**Run 1: routed clock nets over the placement**

(1 px per um)
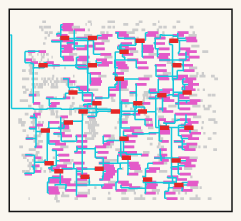
**Run 1: clock routing**

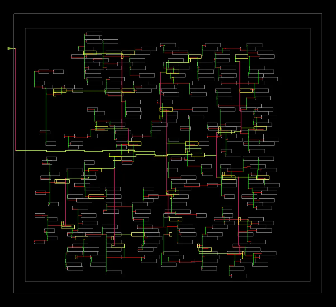
**Run 1: PDN straps and rails**

(1.5 px per um) Pins as bars on the die edge.
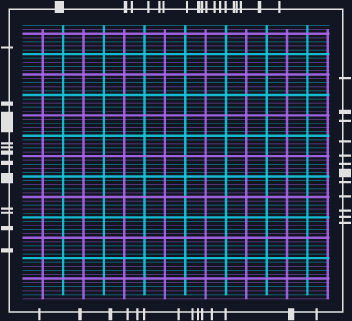
**Run 1: routed metal, one colour a layer**

(2 px per um)
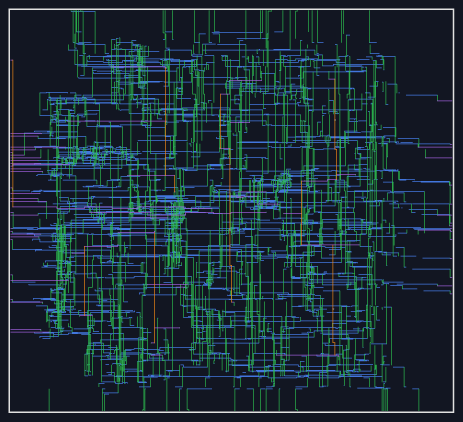
**src/rtl/pixel_word_packer_if.sv**
```systemverilog
// Word write channel between the pixel packer and the ZBT write controller.
interface pixel_word_packer_if;
  logic        wr_valid;
  logic        wr_ready;
  logic [18:0] wr_addr;
  logic [35:0] wr_data;

  modport master (output wr_valid, output wr_addr, output wr_data, input wr_ready);
  modport slave  (input wr_valid, input wr_addr, input wr_data, output wr_ready);
endinterface

```
**src/rtl/pixel_word_packer.sv**
```systemverilog
// Packs four camera pixels into one 36-bit ZBT word and queues it behind a valid/ready FIFO.
// Optional binarization of pixels against THRESH: define PIXEL_WORD_PACKER_THRESHOLD_EN.
module pixel_word_packer #(
  parameter int unsigned WIDTH  = 640,
  parameter int unsigned HEIGHT = 480,
  parameter int unsigned DEPTH  = 4,
  parameter logic [7:0]  THRESH = 8'd128
) (
  input  logic                   clk,
  input  logic                   reset,
  input  logic                   frame_start,
  input  logic                   line_start,
  input  logic                   pixel_valid,
  input  logic [7:0]             pixel,
  pixel_word_packer_if.master    wr,
  output logic                   overflow,
  output logic [9:0]             x_out,
  output logic [9:0]             y_out
);

  localparam int unsigned AW = $clog2(DEPTH);

  logic [10:0]  x;
  logic [9:0]   y;
  logic [7:0]   p0, p1, p2;
  logic [10:0]  x_eff;
  logic [9:0]   y_eff;
  logic [1:0]   lane;
  logic [7:0]   pix_in;
  logic         accept, push, pop, wr_en, empty, full;
  logic [54:0]  mem [DEPTH];
  logic [54:0]  head;
  logic [AW:0]  wptr, rptr;

  // Counters as seen by a pixel arriving together with a frame/line start pulse
  always_comb begin
    x_eff = x;
    y_eff = y;
    if (frame_start) begin
      x_eff = '0;
      y_eff = '0;
    end else if (line_start) begin
      x_eff = '0;
      y_eff = (y == 10'd1023) ? y : y + 10'd1;
    end
  end

`ifdef PIXEL_WORD_PACKER_THRESHOLD_EN
  assign pix_in = (pixel >= THRESH) ? 8'hFF : 8'h00;
`else
  assign pix_in = pixel;
`endif

  assign lane   = x_eff[1:0];
  assign accept = pixel_valid && (x_eff < 11'(WIDTH)) && ({1'b0, y_eff} < 11'(HEIGHT));
  assign push   = accept && (lane == 2'd3);
  assign empty  = (wptr == rptr);
  assign full   = (wptr[AW] != rptr[AW]) && (wptr[AW-1:0] == rptr[AW-1:0]);
  assign pop    = !empty && wr.wr_ready;
  assign wr_en  = push && (!full || pop);
  assign head   = mem[rptr[AW-1:0]];

  assign wr.wr_valid = !empty;
  assign wr.wr_addr  = empty ? '0 : head[54:36];
  assign wr.wr_data  = empty ? '0 : head[35:0];
  assign x_out       = x[9:0];
  assign y_out       = y;

  always_ff @(posedge clk) begin
    if (reset) begin
      x        <= '0;
      y        <= '0;
      p0       <= '0;
      p1       <= '0;
      p2       <= '0;
      wptr     <= '0;
      rptr     <= '0;
      overflow <= 1'b0;
    end else begin
      x <= x_eff + 11'(accept);
      y <= y_eff;
      if (frame_start || line_start) begin
        p0 <= '0;
        p1 <= '0;
        p2 <= '0;
      end
      if (accept) begin
        case (lane)
          2'd0:    p0 <= pix_in;
          2'd1:    p1 <= pix_in;
          2'd2:    p2 <= pix_in;
          default: ;
        endcase
      end
      if (wr_en) begin
        mem[wptr[AW-1:0]] <= {1'b0, y_eff, x_eff[9:2], 4'b0, p0, p1, p2, pix_in};
        wptr <= wptr + 1'b1;
      end
      if (pop)
        rptr <= rptr + 1'b1;
      if (frame_start)
        overflow <= 1'b0;
      else if (push && full && !pop)
        overflow <= 1'b1;
    end
  end

endmodule

```
**src/flat_wrapper.sv**
```systemverilog
// flat-port wrapper written by rule: the top's interface ports become plain ports
module pixel_word_packer_flat 
#(
  parameter int unsigned WIDTH  = 640,
  parameter int unsigned HEIGHT = 480,
  parameter int unsigned DEPTH  = 4,
  parameter logic [7:0]  THRESH = 8'd128
)
  (clk, reset, frame_start, line_start, pixel_valid, pixel, overflow, x_out, y_out, wr_wr_valid, wr_wr_addr, wr_wr_data, wr_wr_ready);
  pixel_word_packer_if wr_i ();
  input  logic clk;
  input  logic reset;
  input  logic frame_start;
  input  logic line_start;
  input  logic pixel_valid;
  input  logic [7:0] pixel;
  output logic overflow;
  output logic [9:0] x_out;
  output logic [9:0] y_out;
  output wire logic [$bits(wr_i.wr_valid)-1:0] wr_wr_valid;
  output wire logic [$bits(wr_i.wr_addr)-1:0] wr_wr_addr;
  output wire logic [$bits(wr_i.wr_data)-1:0] wr_wr_data;
  input wire logic [$bits(wr_i.wr_ready)-1:0] wr_wr_ready;
  assign wr_wr_valid = wr_i.wr_valid;
  assign wr_wr_addr = wr_i.wr_addr;
  assign wr_wr_data = wr_i.wr_data;
  assign wr_i.wr_ready = wr_wr_ready;
  pixel_word_packer #(.WIDTH(WIDTH), .HEIGHT(HEIGHT), .DEPTH(DEPTH), .THRESH(THRESH)) u_core (.clk(clk), .reset(reset), .frame_start(frame_start), .line_start(line_start), .pixel_valid(pixel_valid), .pixel(pixel), .wr(wr_i), .overflow(overflow), .x_out(x_out), .y_out(y_out));
endmodule
```
**config.mk**
```make
export PLATFORM = sky130hd
export DESIGN_NAME = pixel_word_packer_flat
export DESIGN_NICKNAME = d
export VERILOG_FILES = /design/src/rtl/pixel_word_packer_if.sv /design/src/rtl/pixel_word_packer.sv /design/src/flat_wrapper.sv
export SDC_FILE = /design/constraint.sdc
export NUM_CORES = 1
export LEC_CHECK = 0
export CELL_PAD_IN_SITES_DETAIL_PLACEMENT = 0
export CELL_PAD_IN_SITES_GLOBAL_PLACEMENT = 1
export CORE_ASPECT_RATIO = 0.9
export CORE_MARGIN = 8
export CORE_UTILIZATION = 27
export DETAILED_ROUTE_END_ITERATION = 10
export PLACE_DENSITY_LB_ADDON = 0.05
export SYNTH_ARGS = -nofsm -noshare
export SYNTH_HDL_FRONTEND = slang
export SYNTH_SLANG_ARGS = --single-unit
export TNS_END_PERCENT = 50
```
**constraint.sdc**
```tcl
create_clock -name clk -period 10.1 [get_ports clk]
set_input_delay 2.02 -clock clk [delete_from_list [all_inputs] [get_ports clk]]
set_output_delay 2.02 -clock clk [all_outputs]
set_load 0.05 [all_outputs]
```
==> impl_table.tex, run 1 <==
% Table of physical implementation metrics
\begin{tabular}{lr}
\hline
Metric & Value \\
\hline
\multicolumn{2}{l}{\textbf{Run status}} \\
\quad Status & finished clean \\
\multicolumn{2}{l}{\textbf{Layout}} \\
\quad Fraction of layout instances using a drive strength above 1 & 0.155 \\
\quad Number of combinational gates with multiple inputs & 315 \\
\multicolumn{2}{l}{\textbf{Logic synthesis}} \\
\quad Registers, synthesis & 254 \\
\quad Area fraction in xor and xnor cells & 0.0154 \\
\quad Asr flop ratio synth & 0 \\
\quad Cell type with the largest total area & sky130\_fd\_sc\_hd\_\_edfxtp\_1 \\
\quad \# Cells Yosys & between 600 and 700 \\
\multicolumn{2}{l}{\textbf{Worst setup path}} \\
\quad Startpoint Class & flip-flop \\
\quad Critical Path End Type & output pin \\
\quad Logic depth of the worst setup path including buffers & 4 \\
\quad Largest stage delay, worst path & 0.71 ns \\
\multicolumn{2}{l}{\textbf{Floorplan}} \\
\quad Init Core Util & 0.275 \\
\quad IO Count & 91 \\
\quad Row Count & around 67 \\
\multicolumn{2}{l}{\textbf{Final timing}} \\
\quad Sum of negative setup slack & 0 ns \\
\quad Relative slew slack & 0.326 \\
\multicolumn{2}{l}{\textbf{Clock tree}} \\
\quad Clk pin slew, worst setup/hold paths & 0.05 ns \\
\quad Number of sinks on the clock net & around 250 \\
\multicolumn{2}{l}{\textbf{Drt}} \\
\quad Highest Signal Layer & met4 \\
\quad Met2 Routed Length & 11.8 mm \\
\quad Iteration tally of the first detailed-router pass & 5 \\
\multicolumn{2}{l}{\textbf{GRT}} \\
\quad Remaining Overflow, GRT & 0 \\
\quad GRT met1 Usage & 0.144 \\
\multicolumn{2}{l}{\textbf{Hold path}} \\
\quad Hold path startpoint & u\_core.p2[5] \\
\multicolumn{2}{l}{\textbf{Pwr}} \\
\quad Combinational fraction of design power & 0.018 \\
\multicolumn{2}{l}{\textbf{Place}} \\
\quad GPL Wtd Cong & 0.716 \\
\hline
\end{tabular}
About 'routed clock nets over the placement':
- cyan: clock wires (length 3250 um)
- red: cells driving clock nets (count 30)
- magenta: flip-flops (count 254)
- routed clock nets: 31
Clock net power: 0.966 mW
clk_lat worst skew: 0.55 ns
Clk pwr share: 0.454
clock tree skew after final layout: 0.0138 ns

About 'clock routing':
number of sequential cells: 254
layout clock buffer count: 39
number of clock buffers inserted by TritonCTS: 30

About 'PDN straps and rails':
- purple: VSS
- cyan: VDD
- met1 rails: 68
- signal pins: 91
- met5 straps: 13
Core Footprint: 37300 um2
Die X: 221 um

About 'routed metal, one colour a layer':
- green: met2 (wire length 11800 um)
- purple: met3 (wire length 1020 um)
- blue: met1 (wire length 11400 um)
- orange: met4 (wire length 469 um)
average wire length per cell after detail routing: 20.5 um
aggregate routed wire length: 24.7 mm
global-route usage over all layers: 0.110
routed via count: 5512

==> inputs of run 2 (changes only) <==
- clock period: 10.1 -> 5.6 ns (I/O delays scaled with it)
==> impl_table.tex, run 2 <==
% Table of physical implementation metrics
\begin{tabular}{lr}
\hline
Metric & Value \\
\hline
\multicolumn{2}{l}{\textbf{Drt}} \\
\quad Iteration tally of the first detailed-router pass & 4 \\
\quad Met2 Routed Length & roughly 11 mm \\
\quad Aggregate routed wire length & approximately 25 mm \\
\quad Routed via count & $\sim$5500 \\
\quad Average wire length per cell after detail routing & 20.4 um \\
\quad Highest Signal Layer & met4 \\
\multicolumn{2}{l}{\textbf{Clock tree}} \\
\quad Clk pin slew, worst setup/hold paths & 0.06 ns \\
\quad Clk\_lat worst skew & 0.54 ns \\
\quad Number of sinks on the clock net & 254 \\
\multicolumn{2}{l}{\textbf{Run status}} \\
\quad Status & finished clean \\
\multicolumn{2}{l}{\textbf{Floorplan}} \\
\quad Core Footprint & 37300 um2 \\
\quad Init Core Util & 0.275 \\
\quad Row Count & 67 \\
\quad IO Count & $\sim$90 \\
\multicolumn{2}{l}{\textbf{Logic synthesis}} \\
\quad Registers, synthesis & 254 \\
\quad Asr flop ratio synth & 0 \\
\quad Area fraction in xor and xnor cells & 0.0154 \\
\multicolumn{2}{l}{\textbf{Worst setup path}} \\
\quad Startpoint Class & flip-flop \\
\quad Critical Path End Type & output pin \\
\quad Logic depth of the worst setup path including buffers & 4 \\
\quad Largest stage delay, worst path & 1.00 ns \\
\multicolumn{2}{l}{\textbf{Place}} \\
\quad GPL Wtd Cong & 0.733 \\
\multicolumn{2}{l}{\textbf{Final timing}} \\
\quad Sum of negative setup slack & 0 ns \\
\quad Clock tree skew after final layout & 0.0157 ns \\
\multicolumn{2}{l}{\textbf{GRT}} \\
\quad GRT met1 Usage & 0.148 \\
\quad Global-route usage over all layers & 0.109 \\
\multicolumn{2}{l}{\textbf{Pwr}} \\
\quad Combinational fraction of design power & 0.018 \\
\quad Clk pwr share & 0.458 \\
\quad Clock net power & 1.77 mW \\
\multicolumn{2}{l}{\textbf{Layout}} \\
\quad Layout clock buffer count & 41 \\
\quad Fraction of layout instances using a drive strength above 1 & 0.166 \\
\multicolumn{2}{l}{\textbf{Hold path}} \\
\quad Hold path startpoint & u\_core.wptr[2] \\
\hline
\end{tabular}
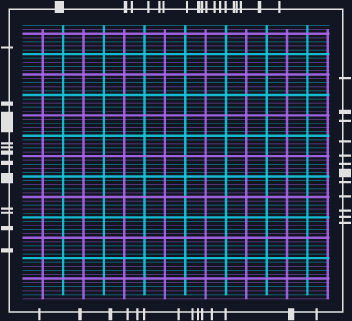
**Above:** run 2 (PDN straps and rails).
(1.5 px per um) Pins as bars on the die edge.
- cyan: VDD
- purple: VSS
- rows: 67
- met5 straps: 13
- met1 rails: 68
- signal pins: 91

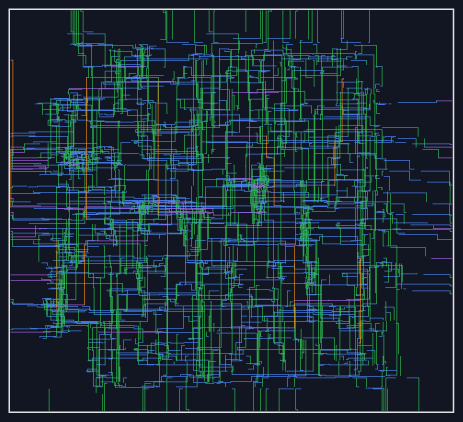
**Above:** run 2 (routed metal, one colour a layer).
(2 px per um)
- purple: met3 (wire length 1010 um)
- orange: met4 (wire length 514 um)
- green: met2 (wire length 11400 um)
- blue: met1 (wire length 11700 um)

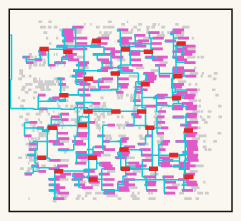
**Above:** run 2 (routed clock nets over the placement).
(1 px per um)
- magenta: flip-flops (count 254)
- cyan: clock wires (length 3230 um)
- red: cells driving clock nets (count 28)
- flops lie: all over the die

Power is estimated from default activity; no workload was simulated.
